### Wiring heat map

The die is cut into 26 by 26 equal tiles; dark blue is low, red is high, scaled to the fullest tile. Values are wire area over tile area, all layers added.
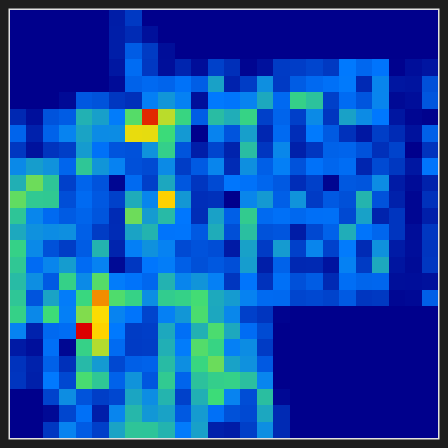
### Cell placement

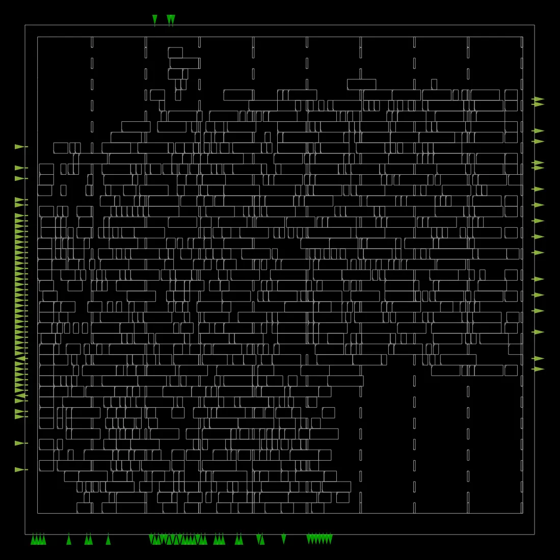
### Clock distribution

Bar = 50 um.
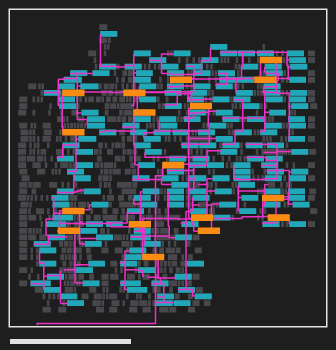
--- config.mk ---
export PLATFORM = sky130hd
export DESIGN_NAME = io_ready_gen
export DESIGN_NICKNAME = d
export VERILOG_FILES = /design/src/rtl/io_ready_pkg.sv /design/src/rtl/delay_line.sv /design/src/rtl/io_port_decoder.sv /design/src/rtl/io_ready_gen.sv
export SDC_FILE = /design/constraint.sdc
export NUM_CORES = 1
export LEC_CHECK = 0
export ABC_AREA = 1
export ABC_CLOCK_PERIOD_IN_PS = 1500
export CAP_MARGIN = 25
export CORE_MARGIN = 3
export CORE_UTILIZATION = 40
export DETAILED_ROUTE_END_ITERATION = 6
export GPL_ROUTABILITY_DRIVEN = 0
export PLACE_DENSITY = 0.66
export SLEW_MARGIN = 20
export SYNTH_ARGS = -nofsm -noshare
export SYNTH_HDL_FRONTEND = slang
export SYNTH_HIERARCHICAL = 1
export SYNTH_SLANG_ARGS = --single-unit
--- constraint.sdc ---
create_clock -name clock -period 1.5 [get_ports clock]
set_input_delay 0.3 -clock clock [delete_from_list [all_inputs] [get_ports clock]]
set_output_delay 0.3 -clock clock [all_outputs]
set_load 0.02 [all_outputs]
--- src/rtl/io_ready_pkg.sv ---
// io_ready_gen shared constants: instruction field layout, port index width
// and the decoder result bundle.
package io_ready_pkg;

    localparam int OPCODE_W = 4;
    localparam int D_W = 12;
    localparam int A_W = 10;
    localparam int B_W = 10;

    localparam int B_LSB = 0;
    localparam int A_LSB = B_LSB + B_W;
    localparam int D_LSB = A_LSB + A_W;
    localparam int OPCODE_LSB = D_LSB + D_W;

    localparam int PORTS = 8;
    localparam int PORT_IDX_W = $clog2(PORTS);

    typedef struct packed {
        logic                  hit;
        logic [PORT_IDX_W-1:0] index;
    } hit_t;

    function automatic logic [PORTS-1:0] strobe(input hit_t h, input logic en);
        strobe = '0;
        if (en && h.hit) strobe[h.index] = 1'b1;
    endfunction

endpackage

--- src/rtl/delay_line.sv ---
// Fixed-depth register chain with synchronous clear; depth 0 is a wire.
module delay_line #(
    parameter int WIDTH = 1,
    parameter int DEPTH = 1
) (
    input  logic             clock,
    input  logic             reset,
    input  logic [WIDTH-1:0] d,
    output logic [WIDTH-1:0] q
);

    generate
        if (DEPTH == 0) begin : g_wire
            assign q = d;
        end else begin : g_chain
            logic [WIDTH-1:0] stage [DEPTH];

            always_ff @(posedge clock) begin
                if (reset) begin
                    for (int i = 0; i < DEPTH; i++) stage[i] <= '0;
                end else begin
                    stage[0] <= d;
                    for (int i = 1; i < DEPTH; i++) stage[i] <= stage[i-1];
                end
            end

            assign q = stage[DEPTH-1];
        end
    endgenerate

endmodule

--- src/rtl/io_port_decoder.sv ---
// Matches one operand address against a PORT-aligned I/O window and returns
// the hit flag plus the port index taken from the low address bits.
module io_port_decoder
    import io_ready_pkg::*;
#(
    parameter int ADDR_WIDTH = 10,
    parameter int BASE       = 1016,
    parameter int COUNT      = PORTS
) (
    input  logic [ADDR_WIDTH-1:0] addr,
    output hit_t                  result
);

    localparam logic [31:0] LO = 32'(BASE);
    localparam logic [31:0] HI = 32'(BASE + COUNT);

    logic [31:0] wide;

    assign wide = 32'(addr);
    assign result.hit = (wide >= LO) && (wide < HI);
    assign result.index = addr[PORT_IDX_W-1:0];

endmodule

--- src/rtl/io_ready_gen.sv ---
// Per-instruction I/O predicate and all-or-nothing port strobes.
// Optional IO_STALL_COUNT_EN adds per-thread stall counters and stall_count.
module io_ready_gen
    import io_ready_pkg::*;
#(
    parameter int INSTR_WIDTH       = 36,
    parameter int OPCODE_WIDTH      = OPCODE_W,
    parameter int D_OPERAND_WIDTH   = D_W,
    parameter int A_OPERAND_WIDTH   = A_W,
    parameter int B_OPERAND_WIDTH   = B_W,
    parameter int PORT_COUNT        = PORTS,
    parameter int A_READ_BASE       = 1016,
    parameter int B_READ_BASE       = 1016,
    parameter int A_WRITE_BASE      = 1016,
    parameter int B_WRITE_BASE      = 2040,
    parameter int WRITE_DELAY       = 6,
    parameter int THREAD_COUNT      = 8,
    parameter int THREAD_ADDR_WIDTH = 3,
    parameter int STALL_COUNT_WIDTH = 16
) (
    input  logic                         clock,
    input  logic                         reset,
    input  logic [INSTR_WIDTH-1:0]       I_read_data,
    input  logic [PORT_COUNT-1:0]        A_in_ready,
    input  logic [PORT_COUNT-1:0]        B_in_ready,
    input  logic [PORT_COUNT-1:0]        A_out_ready,
    input  logic [PORT_COUNT-1:0]        B_out_ready,
    output logic                         IO_ready,
    output logic [PORT_COUNT-1:0]        A_rden,
    output logic [PORT_COUNT-1:0]        B_rden,
    output logic [PORT_COUNT-1:0]        A_wren,
    output logic [PORT_COUNT-1:0]        B_wren,
`ifdef IO_STALL_COUNT_EN
    output logic [STALL_COUNT_WIDTH-1:0] stall_count,
`endif
    output logic                         wren_other
);

    localparam int B_OFS = 0;
    localparam int A_OFS = B_OFS + B_OPERAND_WIDTH;
    localparam int D_OFS = A_OFS + A_OPERAND_WIDTH;

    hit_t a_hit, b_hit, da_hit, db_hit;
    hit_t s1_a, s1_b, s1_da, s1_db;
    logic s1_valid;
    logic [PORT_COUNT-1:0] s1_ain, s1_bin, s1_aout, s1_bout;
    logic ok;
    logic [PORT_COUNT-1:0] a_wr, b_wr;
    logic [THREAD_ADDR_WIDTH-1:0] thread;
    logic unused_opcode;

    assign unused_opcode = ^I_read_data[INSTR_WIDTH-1 -: OPCODE_WIDTH];

    io_port_decoder #(
        .ADDR_WIDTH(A_OPERAND_WIDTH), .BASE(A_READ_BASE), .COUNT(PORT_COUNT)
    ) u_dec_a (
        .addr(I_read_data[A_OFS +: A_OPERAND_WIDTH]), .result(a_hit)
    );

    io_port_decoder #(
        .ADDR_WIDTH(B_OPERAND_WIDTH), .BASE(B_READ_BASE), .COUNT(PORT_COUNT)
    ) u_dec_b (
        .addr(I_read_data[B_OFS +: B_OPERAND_WIDTH]), .result(b_hit)
    );

    io_port_decoder #(
        .ADDR_WIDTH(D_OPERAND_WIDTH), .BASE(A_WRITE_BASE), .COUNT(PORT_COUNT)
    ) u_dec_da (
        .addr(I_read_data[D_OFS +: D_OPERAND_WIDTH]), .result(da_hit)
    );

    io_port_decoder #(
        .ADDR_WIDTH(D_OPERAND_WIDTH), .BASE(B_WRITE_BASE), .COUNT(PORT_COUNT)
    ) u_dec_db (
        .addr(I_read_data[D_OFS +: D_OPERAND_WIDTH]), .result(db_hit)
    );

    // s1_valid keeps the reset-cleared slot from looking like a no-hit pass.
    always_ff @(posedge clock) begin
        if (reset) begin
            s1_valid <= 1'b0;
            s1_a     <= '0;
            s1_b     <= '0;
            s1_da    <= '0;
            s1_db    <= '0;
            s1_ain   <= '0;
            s1_bin   <= '0;
            s1_aout  <= '0;
            s1_bout  <= '0;
        end else begin
            s1_valid <= 1'b1;
            s1_a     <= a_hit;
            s1_b     <= b_hit;
            s1_da    <= da_hit;
            s1_db    <= db_hit;
            s1_ain   <= A_in_ready;
            s1_bin   <= B_in_ready;
            s1_aout  <= A_out_ready;
            s1_bout  <= B_out_ready;
        end
    end

    always_comb begin
        ok = s1_valid;
        if (s1_a.hit && !s1_ain[s1_a.index]) ok = 1'b0;
        if (s1_b.hit && !s1_bin[s1_b.index]) ok = 1'b0;
        if (s1_da.hit && !s1_aout[s1_da.index]) ok = 1'b0;
        if (s1_db.hit && !s1_bout[s1_db.index]) ok = 1'b0;
    end

    always_ff @(posedge clock) begin
        if (reset) begin
            IO_ready <= 1'b0;
            A_rden   <= '0;
            B_rden   <= '0;
            a_wr     <= '0;
            b_wr     <= '0;
        end else begin
            IO_ready <= ok;
            A_rden   <= strobe(s1_a, ok);
            B_rden   <= strobe(s1_b, ok);
            a_wr     <= strobe(s1_da, ok);
            b_wr     <= strobe(s1_db, ok);
        end
    end

    delay_line #(
        .WIDTH(2 * PORT_COUNT + 1), .DEPTH(WRITE_DELAY)
    ) u_wr_delay (
        .clock(clock),
        .reset(reset),
        .d({a_wr, b_wr, IO_ready}),
        .q({A_wren, B_wren, wren_other})
    );

    // Counter value names the thread whose instruction sits in stage 2.
    always_ff @(posedge clock) begin
        if (reset) begin
            thread <= '0;
        end else if (thread == THREAD_ADDR_WIDTH'(THREAD_COUNT - 1)) begin
            thread <= '0;
        end else begin
            thread <= thread + 1'b1;
        end
    end

`ifdef IO_STALL_COUNT_EN
    logic [STALL_COUNT_WIDTH-1:0] counts [THREAD_COUNT];

    always_ff @(posedge clock) begin
        if (reset) begin
            for (int i = 0; i < THREAD_COUNT; i++) counts[i] <= '0;
            stall_count <= '0;
        end else begin
            stall_count <= counts[thread];
            if (s1_valid && !ok && counts[thread] != '1) begin
                counts[thread] <= counts[thread] + 1'b1;
            end
        end
    end
`else
    logic unused_thread;
    assign unused_thread = ^thread;
`endif

endmodule

==> flow_metrics.py <==
# Flow results
metrics = {
    "sta": {
        "period_used_pct": 95.0,
        "whs_ns": 0.234,
        "max_freq_mhz": 701,
        "finalSetupViolCount": 0,
        "max_slew_margin_pct": 61.4,
        "finalCriticalPeriod_ns": 1.43,
        "rsz0062_at_grt": "true",
        "worst_slew_pin_slew_ns": 0.580,
        "hold_violations": 0,
        "maxSlewViolCount": 0,
    },
    "finish": {
        "final_area_um2": 7880,
        "utilization_pct": 51.6,
        "antennaDiodeCount": 0,
        "synthToLayoutAreaGrowth_pct": 26.2,
        "drive_gt1_share_pct": 15.0,
        "layout_top_cell": "inv_1",
        "fin_nets": 882,
        "final_cell_mix": "174 x inv_1, 173 x dfxtp_1, 166 x nor2_1, 64 x clkdlybuf4s50_1, 42 x nand2_1",
    },
    "synthesis": {
        "synth.net_count": 801,
        "synth_adder_area_share_pct": 0,
        "synthCells": 731,
        "synth_xor_xnor_area_share_pct": 0,
        "ys_ff": 184,
        "ys_area_um2": 6240,
        "ys_warn_count": 6,
        "top_area_share_pct": 59.0,
        "yosys.area.top_type": "dfxtp_1",
        "ys_cells": 731,
        "synthTopCellsByArea": "dfxtp_1 59%, inv_1 11%, nor2_1 10%",
        "ys_sh_mux_pct": 0,
        "netlist_area_um2": 6240,
        "synth_cell_types": 23,
        "synth-simple-area-share_pct": 23.4,
        "seq_area_frac_synth_pct": 59.0,
        "netlist_logic_family_top": "simple AND/OR/NAND/NOR gates",
        "avgSynthCellArea_um2": 8.54,
        "yosys.area_share.aoi_pct": 0.241,
    },
    "floorplan": {
        "fp-utilization_pct": 40.9,
        "chipArea_um2": 17100,
        "die-width_um": 131,
        "die_y_um": 131,
        "ios": 104,
        "coreArea_um2": 15300,
    },
    "global_routing": {
        "grt_pass1_vias": 3342,
        "grt_pass1_wl_mm": 14.1,
        "grt_max_degree": 152,
        "grt-ovfl-total": 0,
        "antenna_found_initial": 0,
    },
    "critical_path": {
        "critPathMaxFanout": 8,
        "critPathKind": "reg -> reg",
        "reg2reg_depth": 9,
        "crit_path_start_kind": "flip-flop",
        "crit_slowest_cell": "dfxtp_4",
        "crit_required_ns": 1.86,
        "cp_cell_sequence": "nor2_4 -> nand3_1 -> nand2_1 -> nor2_2 -> nand2_4 -> nand2_4 -> nor2_8 -> nand3_4 -> nor2_2",
        "endpoint_kind": "flip-flop",
        "critical_path_arrival_ns": 1.78,
        "max_stage_delay_ns": 0.38,
    },
    "pwr": {
        "peakVddDrop_v": 0.000860,
        "p_total_w": 0.00983,
        "p_per_area_nw_per_um2": 1250,
        "p_leak_nw": 3.38,
    },
    "cts": {
        "clockBufferDepth": 2,
        "cts_buffers": 17,
        "path_clk_slew_ns": 0.06,
        "cts_tree": "yes",
        "htree_levels": 4,
        "clockRootBuffer": "clkbuf_16",
        "cts_sinks": 184,
        "hold_buffers": 0,
    },
    "place": {
        "dpl_cell_area_um2": 7230,
        "dpl.hpwl_mm": 5.49,
        "port_buffers": 99,
    },
    "route": {
        "drc_errors": 0,
        "vias_per_cell": 3.76,
        "first_pass_iters": 4,
        "antenna_left": 0,
        "drtIter0Drc": 155,
        "wl_per_cell_um": 8.04,
    },
    "hold_path": {
        "hp-class": "in -> reg",
        "worstHoldPathCells": 4,
    },
    "run": {
        "cap_violations": 0,
        "warnings": 33,
    },
    "run_status": {
        "outcome": "finished clean",
    },
}
Back to the opening pictures, 'Wiring heat map':
fullest tile	0.45
emptiest ninth of the die	bottom right
nearly empty tiles	27%
mean over tiles	0.079
tiles over half the peak	3.7%
vias: 3892
Total GRT Usage: 10.6%
total wire length: 8.32 mm

Back to the opening pictures, 'Cell placement':
final non-filler cell total: 1035
row cnt: 45
fraction of area in registers: 47.1%

Back to the opening pictures, 'Clock distribution':
[flip-flops] cyan | count: 184
[clock wires] magenta | length: 1830 um
[cells driving clock nets] orange | count: 17
flops lie	all over the die
routed clock nets	18
clk_lat worst skew: 0.42 ns
skew final: 0.00892 ns
Clock power frac: 44.4%
total clock network power: 0.00437 W

[metal layers]
metal	share of wire [%]	vias up	track usage, %
li1	-	2213	-
met1	43	1585	11.1
met2	48	87	17.8
met3	7.1	7	5.61
met4	1.5	0	4.72
met5	0	-	0
[cell families (layout without fill, tap and decap cells)]
kind of cell / Yosys count / after routing
buf+inv: 236 / 329
flops: 184 / 184
simple gates: 309 / 309
compound gates: 2 / 2
[report_power, final]
part	internal [W]	switching, W	total, W
Clock	0.00250	0.00187	0.00437
Combinational	0.000250	0.000208	0.000458
Sequential	0.00495	0.0000524	0.00500
Total	0.00770	0.00213	0.00983
[critical path: cells and delay by family, from the launching register on]
family | cells | cell delay, ns
flops | 1 | 0.38
simple gates | 9 | 0.97
[final timing paths]
path                 from                               to  slack [ns]
setup / recovery  s1_b[2]                        B_rden[2]        0.07
hold / removal      reset                         IO_ready        0.23
setup reg to reg  s1_b[2]                        B_rden[2]        0.07
hold reg to reg   a_wr[2]  u_wr_delay/g_chain.stage[0][11]        0.39
[flip-flops by register name, summed over array words and instances, names as in the netlist, 8 cells and up]
register,count
s1_aout,8
s1_bout,8
a_wr,8
u_wr_delay/g_chain.stage,102
B_rden,8
s1_ain,8
A_rden,8
b_wr,8
s1_bin,8
[repair_timing]
item,in CTS,in global routing
cloned,0,0
buffers inserted,0,0
endpoints found under the setup margin,66,32
pin swaps,0,8
gates resized,40,28
[synthesized netlist by cell type]
cell	count
nand3_1	29
nand4_1	15
nor2_8	1
nor3_1	1
nand3_4	4
inv_2	7
nor3_2	1
nand2_1	43
nand2_4	2
nor2_1	167
nand3b_1	2
buf_6	9
nor2_2	40
nand3_2	1
dfxtp_1	184
clkbuf_1	6
o21a_1	1
buf_4	32
nand2_2	1
buf_2	7
nor2_4	2
o211ai_1	1
inv_1	175
[layout make-up]
| cell class | instances | area (um2) |
|---|---|---|
| clock buffers | 18 | 429 |
| clock inverters | 13 | 165 |
| fillers | 1417 | 7380 |
| inverters | 182 | 696 |
| multi-input cells | 311 | 1530 |
| flip-flops and latches | 184 | 3710 |
| well taps | 211 | 264 |
| repair buffers | 116 | 1090 |
[stage by stage]
stage | instances | setup WS [ns] | setup TNS, ns
floorplan | 731 | 0.140 | 0
CTS | 1035 | 0.000728 | 0
finish | 1035 | 0.0745 | 0
global route | 1035 | -0.0266 | -0.108
detailed placement | 1004 | -0.0158 | -0.0966
global placement | 1004 | 0.0105 | 0
Power and IR drop assume default switching activity.
